==> config.mk <==
export PLATFORM = sky130hd
export DESIGN_NAME = approx_mul_error_monitor
export DESIGN_NICKNAME = d
export VERILOG_FILES = /design/src/rtl/approx_eval_pkg.sv /design/src/rtl/approx_mul_error_monitor_exact_mul.sv /design/src/rtl/approx_mul_error_monitor.sv
export SDC_FILE = /design/constraint.sdc
export NUM_CORES = 1
export LEC_CHECK = 0
export CAP_MARGIN = 20
export CORE_UTILIZATION = 53
export CTS_CLUSTER_SIZE = 25
export DETAILED_ROUTE_END_ITERATION = 8
export PLACE_DENSITY = 0.82
export SETUP_SLACK_MARGIN = 0.02
export SYNTH_ARGS = -nofsm -noshare
export SYNTH_HDL_FRONTEND = slang
export SYNTH_SLANG_ARGS = --single-unit
==> constraint.sdc <==
create_clock -name clk -period 3.8 [get_ports clk]
set_input_delay 0.38 -clock clk [delete_from_list [all_inputs] [get_ports clk]]
set_output_delay 0.38 -clock clk [all_outputs]
set_load 0.02 [all_outputs]
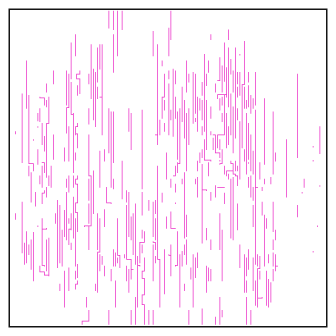
*Met2 routing*
nets with wire on the layer = 225
share of all routed wire = 46%
final wirelength: 3890 µm
via count: 1,572
met2 demand-to-capacity share in global routing: 33.0%

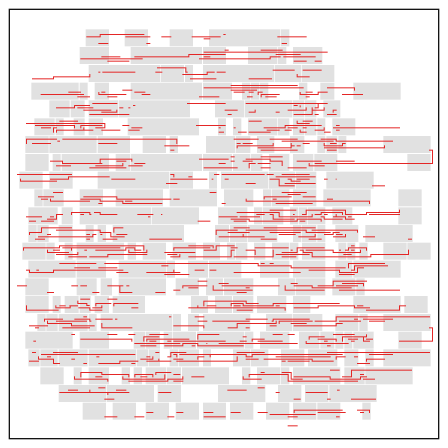
*Met1 routing*
main direction = horizontal
share of all routed wire = 48%
wire length on this layer = 1,880 µm
global routing met1 resource utilization: 26.7%

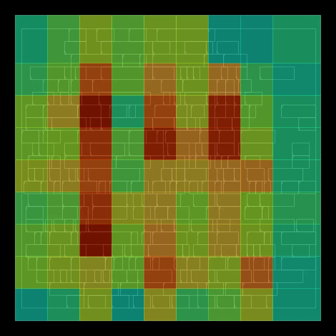
*Congestion heat map*
final core utilization: 69.7%
busiest layer in global routing: met2
GR met3 Demand/Resource: 7.12%

==> commit_impl_results.txt <==
Record implementation results from latest flow run

- Number of nets at floorplan: 243
- In this run the register-to-register setup slack is 0.58 ns.
- The OpenROAD report gives the critical path a data arrival time of 3.46 ns.
* Time the worst path needs with I/O delays and setup: 3.22 ns
- Number of remaining DRC errors: 0
- Data required, critical path: 4.05 ns
- The completed layout was analyzed and its total power is 1.83 mW.
- Initial antenna violation count: 0
- Hold is met by 0.502 ns.
- Finished Layout Cells: 297
- Top cells by area: dfxtp_1 (27%), edfxtp_1 (17%), ha_1 (14%)
- Placed cell areas: 2540 µm²
- Crit path setup slack, layout: 0.585 ns
- Global routing usage summed across all routing layers: 21.3%
- Per the CTS log, the root buffer master is clkbuf_8.
- Multiplexer share of the synthesized area: 6.62%
* Count of distinct cell types in the synthesized netlist: 37
- The run finished with clean final reports.
- The routed design shows a via density per instance of 5.29.
- The total area inside the core boundary comes to 3770 µm².
- Counting flops with a built-in enable in the synthesized netlist gives 12.
* Top logic cell by instance count in the layout: clkdlybuf4s50_1
- Element type at the critical path end: flip-flop
- Initial DRC count: 62
- Sequential elements use 44.1% of the synthesized area.
* CTS sink count: 41
- Area growth from synthesis to layout: 23.1%
* Post-synthesis area per instance: 10.2 µm²
* Pwr Density: 698 nW/µm²
- Counting flops and latches in the post-synthesis netlist gives 41.
## cell usage after synthesis (all sizes together) (2+ instances only)
cell type and instances:
nand2 12, a21o 6, a21oi 10, nor2b 3
o21ai 4, a211oi 4, mux2i 13, and2 5
nand3 5, inv 18, nor2 25, edfxtp 12
clkbuf 3, buf 2, ha 24, nand4 5
fa 3, dfxtp 29, xor2 8, xnor2 3
## cell families (layout without fill, tap and decap cells)
kind of cell,Yosys count,in the layout
AND-OR/OR-AND,30,30
adder cells (fa/ha/maj),27,27
multiplexers,14,14
AND/OR/NAND/NOR,63,63
buffers and inverters,23,63
flip-flops,41,41
XOR/XNOR,11,11
## power groups by stage
stage,Sequential [mW],Combinational [mW],Clock [mW]
6_report,0.627,0.918,0.290
5_1_grt,0.640,1.03,0.319
3_5_place_dp,0.637,0.912,0
4_1_cts,0.628,0.922,0.298
2_1_floorplan,0.649,0.641,0
3_3_place_gp,0.633,0.879,0
## cell type report
type,instances,area [µm²],area share (%)
Clock buffer,5,68.8,2.62
Clock inverter,3,21.3,0.810
Inverter,18,67.6,2.57
Multi-Input combinational cell,145,1110,42.1
Sequential cell,41,941,35.8
Tap cell,48,60.1,2.29
Timing Repair Buffer,37,363,13.8
## routing by layer
layer  wire (µm)  GRT usage [%]
met1        1880           26.7
met2        1810           33.0
met3         116           7.12
met4          91           9.78
met5           0              0
## worst max-delay path: stages, from the launching register on
cell,delay [ns]
edfxtp_1,0.40
inv_1,0.07
ha_1,0.15
inv_1,0.05
fa_1,0.41
a21o_1,0.19
nand3_1,0.08
nand2_1,0.06
mux2_2,0.37
ha_1,0.33
nor2b_1,0.16
o211ai_1,0.09
a21oi_1,0.19
buf_4,0.19
mux2i_1,0.25
a41o_1,0.18
Power is estimated from default activity; no workload was simulated.
